## config.mk

```make
export PLATFORM = sky130hd
export DESIGN_NAME = keccak_absorb_unit
export DESIGN_NICKNAME = d
export VERILOG_FILES = /design/src/rtl/keccak_pkg.sv /design/src/rtl/keccak_absorb_unit.sv
export SDC_FILE = /design/constraint.sdc
export NUM_CORES = 1
export LEC_CHECK = 0
export ABC_AREA = 1
export CORE_MARGIN = 8
export CORE_UTILIZATION = 31
export DETAILED_ROUTE_END_ITERATION = 10
export PLACE_DENSITY = 0.78
export REMOVE_ABC_BUFFERS = 1
export SLEW_MARGIN = 20
export SYNTH_ARGS = -nofsm -noshare
export SYNTH_HDL_FRONTEND = slang
export SYNTH_SLANG_ARGS = --single-unit
```

## constraint.sdc

```tcl
create_clock -name clk -period 2.85 [get_ports clk]
set_input_delay 0.7125 -clock clk [delete_from_list [all_inputs] [get_ports clk]]
set_output_delay 0.7125 -clock clk [all_outputs]
set_load 0.03 [all_outputs]
```

## src/rtl/keccak_pkg.sv

```systemverilog
// Shared Keccak absorb-path definitions.
//   - Lane / rate / byte-count widths used by the absorb unit and its neighbours.
//   - absorb_state_t: absorb sequencer states.
//   - byte_mask(): builds a lane-wide mask that keeps the lowest `keep` bytes.
package keccak_pkg;

    localparam int unsigned LANE_SIZE         = 64;
    localparam int unsigned LANE_BYTES        = 8;
    localparam int unsigned RATE_WIDTH        = 11;  // rates up to 1600 bits
    localparam int unsigned BYTE_ABSORB_WIDTH = 8;   // bytes per block up to 200
    localparam int unsigned KEEP_WIDTH        = 4;
    localparam int unsigned LANE_IDX_WIDTH    = 5;

    typedef enum logic [2:0] {
        IDLE,
        ABSORB,
        PERM,
        WAIT_PERM,
        PAD,
        DONE
    } absorb_state_t;

    // Bytes 0..keep-1 set to 0xFF, higher bytes zero; keep >= 8 gives all ones.
    function automatic logic [LANE_SIZE-1:0] byte_mask(input logic [KEEP_WIDTH-1:0] keep);
        logic [LANE_SIZE-1:0] mask;
        mask = '0;
        for (int unsigned b = 0; b < LANE_BYTES; b++) begin
            if (b < 32'(keep)) begin
                mask[b*8 +: 8] = '1;
            end
        end
        return mask;
    endfunction

endpackage

```

## src/rtl/keccak_absorb_unit.sv

```systemverilog
// Keccak absorb sequencer.
// Accepts little-endian 64-bit message words over valid/ready, issues per-lane
// XOR commands to the state register, tracks the byte count inside the current
// rate block, requests permutations on full blocks, and drives the padder with
// the final partial-block byte count. Sequence: full blocks -> pad -> final
// permutation -> done.
// Ports:
//   clk, rst          clock; synchronous active-high reset
//   start_i, rate_i   begin a message (IDLE only); rate in bits latched on start
//   msg_*             message word stream (keep honoured only on last word)
//   xor_en_o, xor_lane_idx_o, xor_data_o   lane XOR command (combinational)
//   pad_en_o, bytes_absorbed_o             padder capture strobe / byte count
//   perm_start_o, perm_done_i              permutation request / completion
//   done_o            one-cycle absorb-finished pulse
module keccak_absorb_unit
    import keccak_pkg::*;
(
    input  logic                         clk,
    input  logic                         rst,
    input  logic                         start_i,
    input  logic [RATE_WIDTH-1:0]        rate_i,
    input  logic [LANE_SIZE-1:0]         msg_data_i,
    input  logic [KEEP_WIDTH-1:0]        msg_keep_i,
    input  logic                         msg_last_i,
    input  logic                         msg_valid_i,
    output logic                         msg_ready_o,
    output logic                         xor_en_o,
    output logic [LANE_IDX_WIDTH-1:0]    xor_lane_idx_o,
    output logic [LANE_SIZE-1:0]         xor_data_o,
    output logic                         pad_en_o,
    output logic [BYTE_ABSORB_WIDTH-1:0] bytes_absorbed_o,
    output logic                         perm_start_o,
    input  logic                         perm_done_i,
    output logic                         done_o
);

    absorb_state_t                state_q, state_d;
    logic [BYTE_ABSORB_WIDTH-1:0] count_q, count_d;
    logic [RATE_WIDTH-1:0]        rate_q, rate_d;
    logic                         pad_pend_q, pad_pend_d;
    logic                         final_q, final_d;

    logic                         accept;
    logic [KEEP_WIDTH-1:0]        n_bytes;
    logic [BYTE_ABSORB_WIDTH-1:0] count_sum;
    logic                         block_full;

    always_ff @(posedge clk) begin
        if (rst) begin
            state_q    <= IDLE;
            count_q    <= '0;
            rate_q     <= '0;
            pad_pend_q <= 1'b0;
            final_q    <= 1'b0;
        end else begin
            state_q    <= state_d;
            count_q    <= count_d;
            rate_q     <= rate_d;
            pad_pend_q <= pad_pend_d;
            final_q    <= final_d;
        end
    end

    // Datapath: byte count of the offered word and the resulting block fill.
    always_comb begin
        msg_ready_o = (state_q == ABSORB);
        accept      = msg_valid_i && msg_ready_o;

        if (!msg_last_i) begin
            n_bytes = KEEP_WIDTH'(LANE_BYTES);
        end else if (msg_keep_i > KEEP_WIDTH'(LANE_BYTES)) begin
            n_bytes = KEEP_WIDTH'(LANE_BYTES);
        end else begin
            n_bytes = msg_keep_i;
        end

        count_sum = count_q + BYTE_ABSORB_WIDTH'(n_bytes);
        // Block is full when count*8 reaches the latched rate in bits.
        block_full = ({count_sum, 3'b000} == rate_q);

        // An empty tail (keep=0 on last) is accepted but produces no XOR.
        xor_en_o       = accept && (n_bytes != '0);
        xor_lane_idx_o = count_q[BYTE_ABSORB_WIDTH-1:3];
        xor_data_o     = xor_en_o ? (msg_data_i & byte_mask(n_bytes)) : '0;

        bytes_absorbed_o = count_q;
        pad_en_o         = (state_q == PAD);
        perm_start_o     = (state_q == PERM);
        done_o           = (state_q == DONE);
    end

    // Next-state logic.
    always_comb begin
        state_d    = state_q;
        count_d    = count_q;
        rate_d     = rate_q;
        pad_pend_d = pad_pend_q;
        final_d    = final_q;

        unique case (state_q)
            IDLE: begin
                if (start_i) begin
                    state_d    = ABSORB;
                    count_d    = '0;
                    rate_d     = rate_i;
                    pad_pend_d = 1'b0;
                    final_d    = 1'b0;
                end
            end

            ABSORB: begin
                if (accept) begin
                    if (n_bytes == '0) begin
                        // Only reachable on the last word: nothing to absorb.
                        state_d = PAD;
                    end else begin
                        count_d = count_sum;
                        if (block_full) begin
                            // A last word that exactly fills the block still needs
                            // a fresh padded block after this permutation.
                            state_d    = PERM;
                            pad_pend_d = msg_last_i;
                        end else if (msg_last_i) begin
                            state_d = PAD;
                        end
                    end
                end
            end

            PERM: begin
                state_d = WAIT_PERM;
            end

            WAIT_PERM: begin
                if (perm_done_i) begin
                    count_d = '0;
                    if (pad_pend_q) begin
                        state_d    = PAD;
                        pad_pend_d = 1'b0;
                    end else if (final_q) begin
                        state_d = DONE;
                    end else begin
                        state_d = ABSORB;
                    end
                end
            end

            PAD: begin
                final_d = 1'b1;
                state_d = PERM;
            end

            DONE: begin
                final_d = 1'b0;
                state_d = IDLE;
            end

            default: begin
                state_d = IDLE;
            end
        endcase
    end

endmodule
```

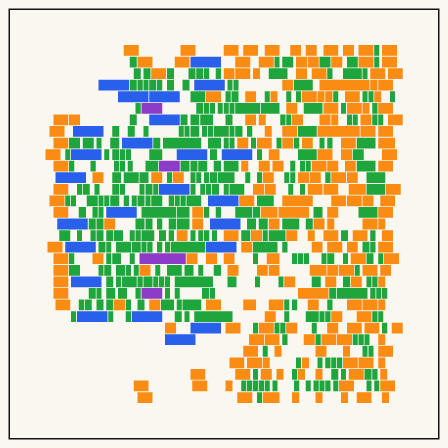
**Above:** placement by cell class.
| color | class | cells |
|---|---|---|
| blue | flip-flops | 24 |
| purple | clock drivers and dummy loads | 4 |
| orange | other buffers and delay cells | 214 |
| green | all other logic | 335 |

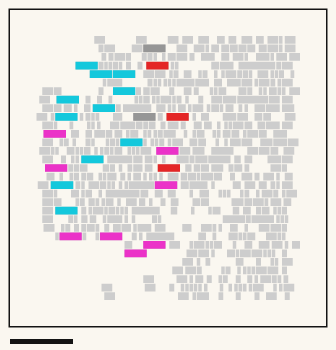
**Above:** sequential cells grouped by signal name.
Scale bar: 20 um.
| color | netlist name | flops |
|---|---|---|
| red | state_q | 3 |
| magenta | bytes_absorbed_o | 8 |
| cyan | rate_q | 11 |

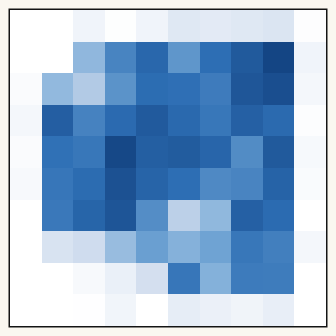
**Above:** cell area per tile.
The die is cut into 10 by 10 equal tiles; white is low, dark blue is high, 0 to 100% covered.
tiles over 75% full: 27%
emptiest ninth of the die: lower left
densest ninth of the die: center
mean over tiles: 42%

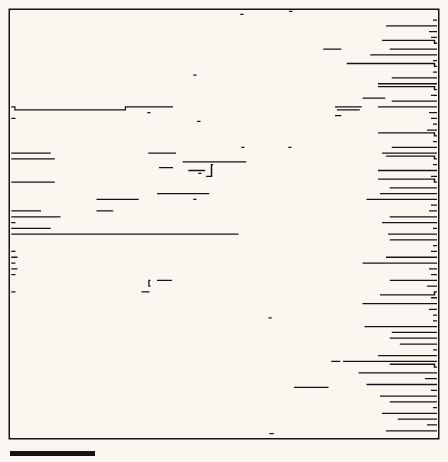
**Above:** metal 3.
Scale bar: 20 um.
main direction: horizontal
nets with wire on the layer: 108
longest straight run: 53.1 um
wire length on this layer: 839 um

-- worst max-delay path, delay by kind of cell --
kind,cells,cell delay (ns)
buffers and inverters,6,0.88
and+or+nand+nor,6,0.48
-- cells in the mapped netlist, types with 3 or more instances --
library cell,n
a211oi_1,6
a21oi_1,17
buf_2,8
buf_4,6
clkbuf_1,4
dfxtp_1,24
ha_1,4
inv_1,51
inv_2,4
nand2_1,89
nand2_2,7
nand3_1,34
nand3_2,5
nand4_1,6
nor2_1,67
nor2_2,3
nor3_1,6
nor3_2,3
nor3b_1,16
xor2_1,3
-- flip-flops by register name, indices dropped and copies added, names as in the netlist --
register / cells
rate_q: 11
pad_pend_q: 1
final_q: 1
bytes_absorbed_o: 8
state_q: 3
==> job_summary.md <==
## PnR job results

| Metric | Value |
|---|---|
| Worst R2R End | state_q[0]$_SDFFE_PP0P_ |
| Worst min path class | reg2reg |
| Pre-Place Util | 31.3% |
| Psw | 0.568 mW |
| Met3 GRT Util | 4.83% |
| Met2 GRT Util | 36.6% |
| Yosys warns | 0 |
| Antenna-violating nets left | 0 |
| Root buf cell | clkbuf_8 |
| CTS Buffer Depth | 2 |
| Status | finished clean |
| DRT iter0 DRCs | 131 |
| Final std cells w/o fill | 676 |
| WL met3 | 838 um |
| Worst Setup End Kind | output pin |
| Xor/xnor share | 2.99% |
| Post-Syn Area | 2220 sq um |
| Top-area cell share | 21.6% |
| Final Util | 61.6% |
| Flip-flops with a built-in enable | 0 |
| DRT met1 WL | 4.16 mm |
| Fillers | 659 |
| Simple Share, Synth | 49.6% |
| Htree depth | 1 |
| Worst Hold End | rate_q[2]$_SDFFE_PP0P_ |
Power figures rest on the tool's default switching activity, not on a simulated workload.
